Fig. 1: run 1, ports around the boundary
Drawn at 8 px/µm. Pins as bars across the die edge, other pins in grey.
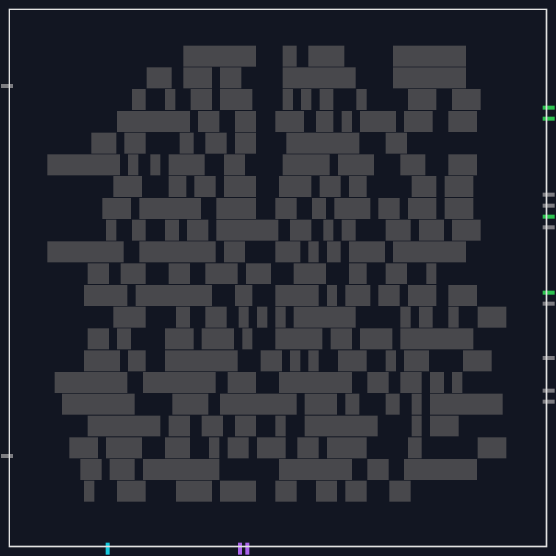
Fig. 2: run 1, port wiring
Drawn at 4 px/µm.
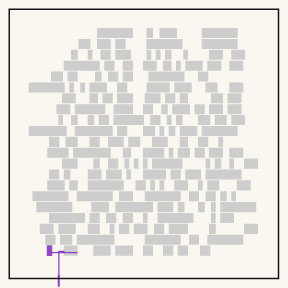
Fig. 3: run 1, signal wires on met2
Drawn at 8 px/µm.
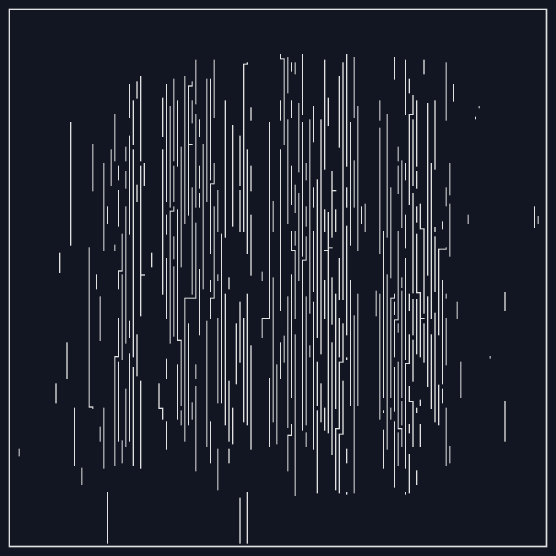
Fig. 4: run 1, metal layers overlaid
Drawn at 4 px/µm. Two of the layers only.
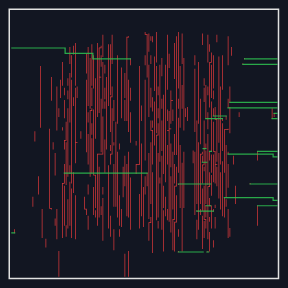
<file path="config.mk">
export PLATFORM = sky130hd
export DESIGN_NAME = rst_sequencer
export DESIGN_NICKNAME = d
export VERILOG_FILES = /design/src/rtl/rst_sequencer.sv
export SDC_FILE = /design/constraint.sdc
export NUM_CORES = 1
export LEC_CHECK = 0
export CELL_PAD_IN_SITES_DETAIL_PLACEMENT = 1
export CELL_PAD_IN_SITES_GLOBAL_PLACEMENT = 1
export CORE_MARGIN = 4
export CORE_UTILIZATION = 37
export CTS_CLUSTER_DIAMETER = 30
export DETAILED_ROUTE_END_ITERATION = 16
export GPL_ROUTABILITY_DRIVEN = 0
export PLACE_DENSITY_LB_ADDON = 0.1
export SETUP_SLACK_MARGIN = 0.3
export SLEW_MARGIN = 10
export SYNTH_ARGS = -nofsm -noshare
export SYNTH_HDL_FRONTEND = slang
export SYNTH_SLANG_ARGS = --single-unit
</file>
<file path="constraint.sdc">
create_clock -name coreclk -period 2 [get_ports coreclk]
set_input_delay 0.3 -clock coreclk [delete_from_list [all_inputs] [get_ports coreclk]]
set_output_delay 0.3 -clock coreclk [all_outputs]
set_load 0.02 [all_outputs]
</file>
<file path="src/rtl/rst_sequencer.sv">
// Reset sequencer: synchronises an external reset request, holds every channel in
// reset, then releases the channels one at a time in index order.
module rst_sequencer #(
  parameter int NUM_CH      = 4,
  parameter int SYNC_STAGES = 2,
  parameter int HOLD_CYCLES = 16,
  parameter int GAP_CYCLES  = 8,
  parameter int CNT_W       = 8
) (
  input  logic              coreclk,
  input  logic              corerst,
  input  logic              src_rstn,
  input  logic              soft_rst,
  input  logic [NUM_CH-1:0] soft_mask,
  output logic [NUM_CH-1:0] ch_rstn,
  output logic              done,
  output logic              busy,
  output logic [1:0]        state_dbg
);

  localparam int IDX_W = (NUM_CH > 1) ? $clog2(NUM_CH) : 1;
  localparam logic [CNT_W-1:0] HOLD_LAST = CNT_W'(HOLD_CYCLES - 1);
  localparam logic [CNT_W-1:0] GAP_LAST  = CNT_W'(GAP_CYCLES - 1);
  localparam logic [IDX_W-1:0] IDX_LAST  = IDX_W'(NUM_CH - 1);

  typedef enum logic [1:0] {
    ST_RST  = 2'd0,
    ST_HOLD = 2'd1,
    ST_GAP  = 2'd2,
    ST_DONE = 2'd3
  } state_t;

  state_t                 state;
  logic [IDX_W-1:0]       idx;
  logic [CNT_W-1:0]       cnt;
  logic [SYNC_STAGES-1:0] sync_q;
  logic                   src_sync;

  assign src_sync  = sync_q[SYNC_STAGES-1];
  assign state_dbg = state;

  always_ff @(posedge coreclk or posedge corerst) begin
    if (corerst) begin
      sync_q <= '0;
    end else begin
      sync_q <= {sync_q[SYNC_STAGES-2:0], src_rstn};
    end
  end

  always_ff @(posedge coreclk or posedge corerst) begin
    if (corerst) begin
      state   <= ST_RST;
      ch_rstn <= '0;
      done    <= 1'b0;
      busy    <= 1'b0;
      idx     <= '0;
      cnt     <= '0;
    end else if (!src_sync) begin
      // A lost upstream reset overrides everything, including a pending soft reset.
      state   <= ST_RST;
      ch_rstn <= '0;
      done    <= 1'b0;
      busy    <= 1'b0;
      idx     <= '0;
      cnt     <= '0;
    end else begin
      case (state)
        ST_RST: begin
          state <= ST_HOLD;
          busy  <= 1'b1;
          idx   <= '0;
          cnt   <= '0;
        end
        ST_HOLD: begin
          if (cnt == HOLD_LAST) begin
            ch_rstn[0] <= 1'b1;
            cnt        <= '0;
            if (NUM_CH == 1) begin
              state <= ST_DONE;
              done  <= 1'b1;
              busy  <= 1'b0;
            end else begin
              state <= ST_GAP;
              idx   <= IDX_W'(1);
            end
          end else begin
            cnt <= cnt + CNT_W'(1);
          end
        end
        ST_GAP: begin
          if (cnt == GAP_LAST) begin
            // Masked channels are already high, so OR-ing the release bit is harmless.
            ch_rstn <= ch_rstn | (NUM_CH'(1) << idx);
            cnt     <= '0;
            if (idx == IDX_LAST) begin
              state <= ST_DONE;
              done  <= 1'b1;
              busy  <= 1'b0;
            end else begin
              idx <= idx + IDX_W'(1);
            end
          end else begin
            cnt <= cnt + CNT_W'(1);
          end
        end
        ST_DONE: begin
          if (soft_rst) begin
            state   <= ST_HOLD;
            ch_rstn <= ch_rstn & soft_mask;
            done    <= 1'b0;
            busy    <= 1'b1;
            idx     <= '0;
            cnt     <= '0;
          end
        end
        default: begin
          state <= ST_RST;
        end
      endcase
    end
  end

endmodule

</file>
==> changes_impl.md, run 1 <==
## Flow update

- Status: completed
- Met1 WL: 1715 µm
- Sink Count: 20
- Repair and plain buffers: 42
- H-Tree Depth: 1
- FMAX: 0.5566 GHz
- Fin nets: 195
- Setup TNS: 0 ps
- CTS Root Cell: clkbuf_4
- Seq group: 0.000513 W
- Buffering overhead: 19.44%
- Cell Chain, Critical Path: buf_4 -> ha_4 -> buf_6 -> o211ai_1 -> a31o_2 -> nor3b_2 -> a31o_2
- CTS max path bufs: 2
- Post-DP Area: about 1600 µm²
- GR Layer Usage met3: under 10%
- Crit path to: cnt[1]
- N_taps: 46
- Worst r2r path cells: 7
- Critical Path Slowest Stage Cell: dfrtp_2
- Comb power frac: around 60%
- CP Buf/Inv Count: 2
- RR Endpoint: cnt[1]
- Finished Layout Cells: approximately 220
- Critical R2R Launch: state_dbg[1]
- Initial antenna violation count: 0
- Post-layout period usage: 89.83%
- Crit-path max FO: 5
- Fin Hold WS: ~320 ps
- Cell area after synthesis: 1286 µm²
- Critical Path AT: 2010 ps
- GRT busiest layer: met2
- Congestion Overflow GR: 0
- Late-Pin Clk Latency: 300 ps
- Final Worst Setup Slack: just over 200 ps
- Global-route wire length before repair: 6237 µm
- Syn Nets: 158
- Area-dominant class: multi-input combinational cells
- Post-Syn Instances: 141
- Vias in the first global route: 1313
- Combinational share of cell area: 48.47%
- DR vias/cell: 5.691
- Main flop type: dfrtp_1
- Highest Signal Layer: met4
Notes on Fig. 1 above:
port	colour	pins	direction	edge
`state_dbg`	purple	2	output	bottom
`ch_rstn`	green	4	output	right
`corerst`	cyan	1	input	bottom
all pins by edge	11 right, 3 bottom, 2 left
Die X: 66.96 µm
Chip Height: 66.96 µm
I/O Buffers: 15

Notes on Fig. 2 above:
port	colour	bits	direction	edge	end cells	buffers	wire
`corerst`	purple	1	input	bottom	1	1	15.0 µm
# IOs: 16

Notes on Fig. 3 above:
nets with wire on the layer	177
wire length on this layer	2260 µm
main direction	vertical
longest straight run	29.6 µm
share of all routed wire	54%
Detailed Route WL: 4204 µm
vias: 1269
grt met2 use: 31.68%

Notes on Fig. 4 above:
layer	colour	wire length
M2	red	2260 µm
M3	green	168 µm
wire length per cell: 18.85 µm
Global Route Usage Sum: 18.27%

==> run 1: synthesized netlist by cell type (2+ instances only) <==
cell type | instances | area (µm²)
nand4b_1 | 4 | 35.03
nor3_1 | 4 | 20.02
nand2_1 | 16 | 60.06
inv_1 | 7 | 26.28
o311ai_0 | 2 | 17.52
dfrtp_1 | 20 | 500.5
a21oi_1 | 6 | 30.03
nand3_1 | 5 | 25.02
ha_1 | 9 | 112.6
nor4_1 | 2 | 12.51
nor3b_1 | 2 | 15.01
a21o_1 | 2 | 15.01
mux2i_1 | 6 | 60.06
buf_2 | 2 | 10.01
o211ai_1 | 2 | 15.01
a31o_2 | 2 | 17.52
nor2_1 | 6 | 22.52
and3_1 | 2 | 12.51
o21ai_0 | 8 | 40.04
a32o_1 | 3 | 30.03
a31oi_1 | 2 | 12.51
clkbuf_1 | 7 | 26.28
nand4_1 | 3 | 18.77
nor2b_1 | 2 | 12.51
==> run 1: kinds of logic (layout without fill, tap and decap cells) <==
family | Yosys count | count (layout) | synth area share [%]
adders and majority gates | 9 | 9 | 8.755
DFF | 20 | 20 | 38.91
muxes | 6 | 6 | 4.669
buffers and inverters | 17 | 53 | 5.253
AOI/OAI and AO/OA | 35 | 35 | 18.97
and+or+nand+nor | 54 | 54 | 23.44
==> run 1: repair_timing <==
item | in CTS | in global routing
buffers inserted | 7 | 7
pin swaps | 5 | 7
setup endpoints to repair | 16 | 17
gates resized | 22 | 28
==> run 1: placed cells by master, fill, tap and decap left out, types with 4 or more instances in the layout <==
cell type and n:
buf_4 23, dfrtp_1 16, nand2_1 14, clkdlybuf4s50_1 13
nor2_1 5, inv_1 5, nand3_1 5, mux2i_1 5
ha_1 5, nand4b_1 4, o21ai_1 4, dfrtp_2 4
buf_6 4
==> run 2, diff against run 1 <==
Settings changed: ABC_AREA set to 1, CELL_PAD_IN_SITES_DETAIL_PLACEMENT 1 to not set, CELL_PAD_IN_SITES_GLOBAL_PLACEMENT 1 to not set, CORE_UTILIZATION 37 to 48, PLACE_DENSITY set to 0.74, PLACE_DENSITY_LB_ADDON 0.1 to not set.
Fig. 5: run 2, port wiring
Drawn at 4 px/µm.
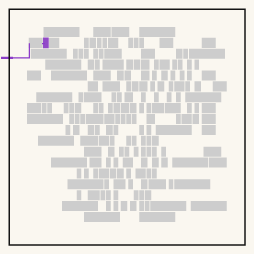
port	colour	bits	direction	edge	end cells	buffers	wire
`corerst`	purple	1	input	left	1	1	8.60 µm

==> run 2 against run 1 <==
  * Sequential share of layout area up 7.8 points
  * Synthesized area down 4.7%
  * Synthesized cell count is 18% higher
  * Total power is 7.0% lower
  * Clock-buffer cell count fell by 1
  * Register-to-register slack better by 200 ps
  * Sequential cell count unchanged
  * Die size decreased by 24%
  * Clock power decreased by 9.3%
  * Wire length is 35% lower
  * Combinational power fell by about 20%
  * Via count decreased by 9.8%
  * Highest routed layer unchanged
==> changes_impl.md, run 2 <==
## Flow update

- Status: completed
- Detailed Route WL: 2720 µm
- Cell Chain, Critical Path: clkdlybuf4s50_1
- Most common cell in the netlist: nand2_1
- CTS Root Cell: clkbuf_4
- Mux cell area share: 0%
- H-Tree Depth: 1
- Global Route Usage Sum: about 18%
- Post-CTS sizing: 0
- DR vias/cell: roughly 5.3
- Finished Layout Cells: 216
- Worst r2r path cells: 8
- Syn Nets: 183
- Most frequent cells in the layout: nand2_1, inv_1, dfrtp_1
- Cell area after synthesis: 1226 µm²
- Critical Path Slowest Stage Cell: clkdlybuf4s50_1
- AND-OR/OR-AND Cells, Area Fraction: 10.10%
- Largest cells by area after synthesis: dfrtp_1, nand2_1, ha_1, inv_1, nand3_1
- CP Buf/Inv Count: 1
- Commonest Layout Cell: nand2_1
- RR Endpoint: state_dbg[0]
- Post-Syn Instances: ~170
- Top post-synthesis cells by count: nand2_1, dfrtp_1, inv_1
- Chip Height: 58.54 µm
- Initial antenna violation count: 0
- Crit-path max FO: 4
- Post-layout period usage: 81.95%
- # IOs: 16
- Global-route wire length before repair: roughly 4700 µm
- Simple-Gate Area Share: 30.71%
- Setup TNS: 0 ps
- Synth area leader: dfrtp_1
- Adder-cell share of the synthesized area: 9.184%
- Fin nets: 205
- Top comb family, area: simple AND/OR/NAND/NOR gates
[run 2: netlist changes by cell type after synthesis, sizes merged, moves of 3 or more]
cell    change
a32o        -3
inv        +16
mux2i       -6
and3        -3
nand2      +37
nand4b      -4
nor2       +13
nor4        -3
clkbuf      -8
nand3       +8
[run 2: worst max path at each step]
stage,end,slack [ps],cells after the start
floorplan,done,450,9
global placement,state_dbg[1],440,9
detailed placement,ch_rstn[2],360,10
CTS,state_dbg[1],330,1
global route,cnt[4],260,8
finish,ch_rstn[0],360,1
[run 2: kinds of logic (layout without fill, tap and decap cells)]
group | after synthesis | count (layout)
and+or+nand+nor | 90 | 90
buffers and inverters | 23 | 43
DFF | 20 | 20
adders and majority gates | 9 | 9
xor gates and xnor gates | 3 | 3
AOI/OAI and AO/OA | 21 | 21
[run 2: area by class of cell]
cell class,instances,area share [%]
multi-input combinational,123,43.94
sequential,20,34.13
timing repair buffer,17,11.95
inverter,23,5.887
tap,30,2.560
clock buffer,3,1.536
[run 2: per-layer routing]
layer  global-route usage [%]  share of wire (%)
met5                        0                  0
met4                    7.285                2.4
met3                    4.386                5.8
met2                    28.23                 46
met1                    23.40                 46
[run 2: per-stage QoR]
step                setup slack [ps]  total power [W]
global route                   257.7         0.001787
detailed placement             358.4         0.001440
CTS                            330.3         0.001634
global placement               441.4         0.001420
floorplan                      446.5         0.001137
finish                         360.9         0.001646
[run 2: power breakdown]
group | leakage [nW] | internal [W] | total [W] | switching, W
Clock | 0.0138 | 0.0000703 | 0.000194 | 0.000123
Sequential | 0.266 | 0.000494 | 0.000587 | 0.0000934
Combinational | 0.533 | 0.000349 | 0.000865 | 0.000516
Power is estimated from default activity; no workload was simulated.
